==> images/final_congestion.png <==
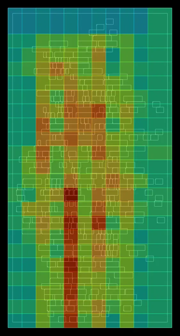
==> images/gate_families.png <==
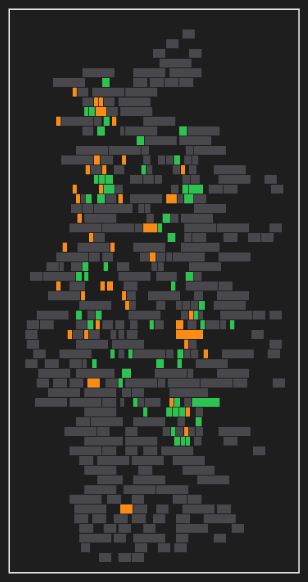
`config.mk`:
```
export PLATFORM = sky130hd
export DESIGN_NAME = uart_frame_loader
export DESIGN_NICKNAME = d
export VERILOG_FILES = /design/src/rtl/uart_writer_pkg.sv /design/src/rtl/byte_timeout_timer.sv /design/src/rtl/uart_frame_loader.sv
export SDC_FILE = /design/constraint.sdc
export NUM_CORES = 1
export LEC_CHECK = 0
export ABC_CLOCK_PERIOD_IN_PS = 4000
export CAP_MARGIN = 20
export CORE_ASPECT_RATIO = 2
export CORE_MARGIN = 2
export CORE_UTILIZATION = 30
export DETAILED_ROUTE_END_ITERATION = 10
export SKIP_CTS_REPAIR_TIMING = 1
export SLEW_MARGIN = 15
export SYNTH_ARGS = -nofsm -noshare
export SYNTH_HDL_FRONTEND = slang
export SYNTH_SLANG_ARGS = --single-unit
```
`constraint.sdc`:
```
create_clock -name clk -period 4 [get_ports clk]
set_clock_uncertainty 0.05 [all_clocks]
set_input_delay 0.4 -clock clk [delete_from_list [all_inputs] [get_ports clk]]
set_output_delay 0.4 -clock clk [all_outputs]
set_load 0.005 [all_outputs]
```
`src/rtl/uart_writer_pkg.sv`:
```
// uart_writer_pkg: sync byte, loader states and default frame/timeout constants shared with the VGA side
package uart_writer_pkg;
  localparam logic [7:0] SYNC_BYTE = 8'hA5;
  localparam int H_RES_DEF = 640;
  localparam int V_RES_DEF = 480;
  localparam int PIXEL_WIDTH_DEF = 12;
  localparam int ADDR_WIDTH_DEF = 19;
  localparam int TIMEOUT_CYCLES_DEF = 200000;
  localparam int TIMEOUT_WIDTH_DEF = 18;
  typedef enum logic [1:0] {IDLE, HI, LO} loader_state_t;
endpackage

```
`src/rtl/byte_timeout_timer.sv`:
```
// byte_timeout_timer: counts idle cycles between bytes; a clear on the terminal count wins over expiry
module byte_timeout_timer import uart_writer_pkg::*; #(
  parameter int TIMEOUT_CYCLES = TIMEOUT_CYCLES_DEF,
  parameter int TIMEOUT_WIDTH = TIMEOUT_WIDTH_DEF
) (
  input  logic clk,
  input  logic reset,
  input  logic enable,
  input  logic clear,
  output logic expired
);
  localparam logic [TIMEOUT_WIDTH-1:0] TERM = TIMEOUT_WIDTH'(TIMEOUT_CYCLES - 1);
  logic [TIMEOUT_WIDTH-1:0] cnt;
  assign expired = enable && !clear && cnt == TERM;
  always_ff @(posedge clk or negedge reset)
    if (!reset) cnt <= '0;
    else cnt <= (!enable || clear || expired) ? '0 : cnt + 1'b1;
endmodule

```
`src/rtl/uart_frame_loader.sv`:
```
// uart_frame_loader: turns a sync-prefixed UART byte stream into sequential frame-buffer pixel writes
module uart_frame_loader import uart_writer_pkg::*; #(
  parameter int H_RES = H_RES_DEF,
  parameter int V_RES = V_RES_DEF,
  parameter int PIXEL_WIDTH = PIXEL_WIDTH_DEF,
  parameter int ADDR_WIDTH = ADDR_WIDTH_DEF,
  parameter int TIMEOUT_CYCLES = TIMEOUT_CYCLES_DEF,
  parameter int TIMEOUT_WIDTH = TIMEOUT_WIDTH_DEF
) (
  input  logic                   clk,
  input  logic                   reset,
  input  logic [7:0]             rx_data,
  input  logic                   rx_data_ready,
  output logic                   wr_en,
  output logic [ADDR_WIDTH-1:0]  wr_addr,
  output logic [PIXEL_WIDTH-1:0] wr_data,
  output logic                   busy,
  output logic                   frame_done,
  output logic                   frame_error
);
  localparam logic [ADDR_WIDTH-1:0] LAST = ADDR_WIDTH'(H_RES * V_RES - 1);
  loader_state_t state;
  logic [ADDR_WIDTH-1:0] pix_idx;
  logic [7:0] hi_byte;
  logic expired;
  byte_timeout_timer #(.TIMEOUT_CYCLES(TIMEOUT_CYCLES), .TIMEOUT_WIDTH(TIMEOUT_WIDTH)) u_timer (
    .clk(clk), .reset(reset), .enable(state != IDLE), .clear(rx_data_ready), .expired(expired)
  );
  always_ff @(posedge clk or negedge reset)
    if (!reset) begin
      state <= IDLE;
      pix_idx <= '0;
      hi_byte <= '0;
      wr_en <= 1'b0;
      wr_addr <= '0;
      wr_data <= '0;
      busy <= 1'b0;
      frame_done <= 1'b0;
      frame_error <= 1'b0;
    end else begin
      wr_en <= 1'b0;
      frame_done <= 1'b0;
      frame_error <= 1'b0;
      if (state == IDLE) begin
        if (rx_data_ready && rx_data == SYNC_BYTE) begin
          state <= HI;
          busy <= 1'b1;
          pix_idx <= '0;
        end
      end else if (rx_data_ready) begin
        if (state == HI) begin
          hi_byte <= rx_data;
          state <= LO;
        end else begin
          wr_en <= 1'b1;
          wr_data <= PIXEL_WIDTH'({hi_byte, rx_data});
          wr_addr <= pix_idx;
          frame_done <= pix_idx == LAST;
          pix_idx <= (pix_idx == LAST) ? '0 : pix_idx + 1'b1;
          state <= (pix_idx == LAST) ? IDLE : HI;
          busy <= pix_idx != LAST;
        end
      end else if (expired) begin
        frame_error <= 1'b1;
        state <= IDLE;
        busy <= 1'b0;
        pix_idx <= '0;
      end
    end
endmodule

```
==> run_results.csv <==
group,metric,value,unit
outcome,status,"complete, but fails checks",
outcome,violations,"hold timing",
die,coreArea,0.0116,mm²
pwr,power_frac_comb,12.4,%
layout,ff_latch_area,0.00195,mm²
clocking,root_buffer,"clkbuf_16",
placement,dp_slack,1.26,ns
yosys,ff_type,"dfrtp_1",
layout,fillers,1165,
grt,grt_pass1_vias,2629,
clocking,h-tree-depth,3,
yosys,yosys-stat-cells,313,
die,fp_util,30.5,%
pwr,peakVddDrop,0.292,mV
yosys,syn_area_per_cell,11.3,µm²
clocking,cts_buffers,9,
setup_path,crit_family,"AND-OR/OR-AND gates",
setup_path,cp_cell_sequence,"clkdlybuf4s50_1, nor4bb_1, a41o_1, a31o_2, and4b_1, a2bb2oi_1",
route,drtAntennaViolNets,0,
hold_path,hp-class,"input port to asynchronous set/reset pin",
route,first_iter_violations,146,
setup_path,crit_path_top_delay_cell,"a31o_2",
route,met2_length,4.17,mm
setup_path,crit_path_start,"rx_data[5]",
yosys,top_cell,"dfrtp_1",
grt,grt.busiest_layer,"met2",
route,drt_first_pass_iters,4,
yosys,ys.flops,78,
yosys,synth_top_area_share,55.1,%
route,highest_layer,"met4",
layout,combGateArea,0.00152,mm²
die,row_count,56,
setup_path,path_class,"input port to flip-flop",
final_timing,rsz0062_at_grt,"false",
final_timing,drv_slew,0,
die,io_pins,46,
final_timing,layout_setup_ws,1.66,ns
final_timing,whs,-0.00938,ns
flow_run,max-cap-violations,0,
route,route.detailed.drc,0,
clocking,clockBufferDepth,2,
clocking,insertion_delay,0.33,ns
setup_path,cp_num_buf_inv,1,
clocking,tritoncts,"done",
pwr,cellPowerDensity,490,mW/mm²
route,routedWlPerCell,14.9,µm
route,routed_wl,7.60,mm
placement,gp_congestion,0.808,
yosys,top_area_cell,"dfrtp_1",
yosys,fp_nets,326,
pwr,p_sw_share,20.6,%
pwr,p_clk,1.04,mW
pwr,power_switching,0.459,mW
final_timing,hold_viol,4,
yosys,topCellsByArea,"dfrtp_1, mux2_2, a31oi_1, nor2_1, xor2_1",
setup_path,crit_required,4.20,ns
route,wl_met3,247,µm
final_timing,setup_viol,0,
die,fp.dieH,158,µm
route,num_vias,2585,
final_timing,fin_crit,2.34,ns
grt,grtUsageTotal,12.6,%
setup_path,cp_max_fo,28,
setup_path,path_depth,6,
setup_path,cp.arrival,2.54,ns
layout,nNetsFinal,373,
yosys,synth_cell_types,45,
pwr,leakage,2.01,nW
grt,antenna_found_initial,0,
placement,place_area,0.00413,mm²
yosys,syn_inst,313,
grt,grt_max_degree,79,
Back to the opening pictures, final_congestion.png:
post-layout util: 39.0%
met1 GRT Util: 13.7%

Back to the opening pictures, gate_families.png:
green -> NAND gates  # cells 55, most used nand2_1
orange -> NOR gates  # cells 41, most used nor2_1
most frequent logic cell in the layout: dfrtp_1
Comb area share: 33.4%
final non-filler cell total: 510

-- layout make-up --
| type | instances | share of cell area, % |
|---|---|---|
| clock inverters | 6 | 3.47 |
| flip-flops and latches | 78 | 43.0 |
| inverters | 5 | 0.414 |
| multi-input cells | 218 | 33.4 |
| clock buffers | 10 | 5.05 |
| well taps | 145 | 4.00 |
| repair buffers | 48 | 10.6 |
-- metrics by stage --
step / hold slack [ns] / instances / power [mW]
after floorplan: 0.0544 / 313 / 1.02
after global routing: 0.0288 / 510 / 2.31
after detailed placement: 0.424 / 493 / 1.20
after global placement: 0.419 / 493 / 1.19
after CTS: 0.214 / 509 / 2.25
final: -0.00938 / 510 / 2.22
-- placed cells by master, fill, tap and decap left out, drive strengths merged, types with 5 or more instances in the layout --
cell type / netlist / final
a21oi: 6 / 6
a31oi: 22 / 22
and3: 9 / 9
bufinv: 0 / 5
clkbuf: 6 / 10
clkdlybuf4s50: 0 / 44
dfrtp: 78 / 78
inv: 5 / 5
mux2: 34 / 34
nand2: 21 / 21
nand2b: 5 / 5
nand3: 19 / 19
nand4: 6 / 6
nor2: 32 / 32
o21ai: 13 / 13
xnor2: 5 / 5
xor2: 11 / 11
-- cells by family after synthesis --
| family | Yosys count | share of synthesized area [%] |
|---|---|---|
| DFF | 78 | 55.1 |
| buffers and inverters | 17 | 2.15 |
| xor gates and xnor gates | 16 | 3.95 |
| AOI/OAI and AO/OA | 52 | 9.46 |
| and+or+nand+nor | 113 | 17.5 |
| adders and majority gates | 2 | 0.706 |
| muxes | 35 | 11.1 |
-- sequential cells by signal, summed over array words and instances, names as in the netlist --
name,count
hi_byte,4
state,2
wr_en,1
frame_error,1
wr_data,12
busy,1
u_timer.cnt,18
frame_done,1
wr_addr,19
pix_idx,19
Power figures rest on the tool's default switching activity, not on a simulated workload.
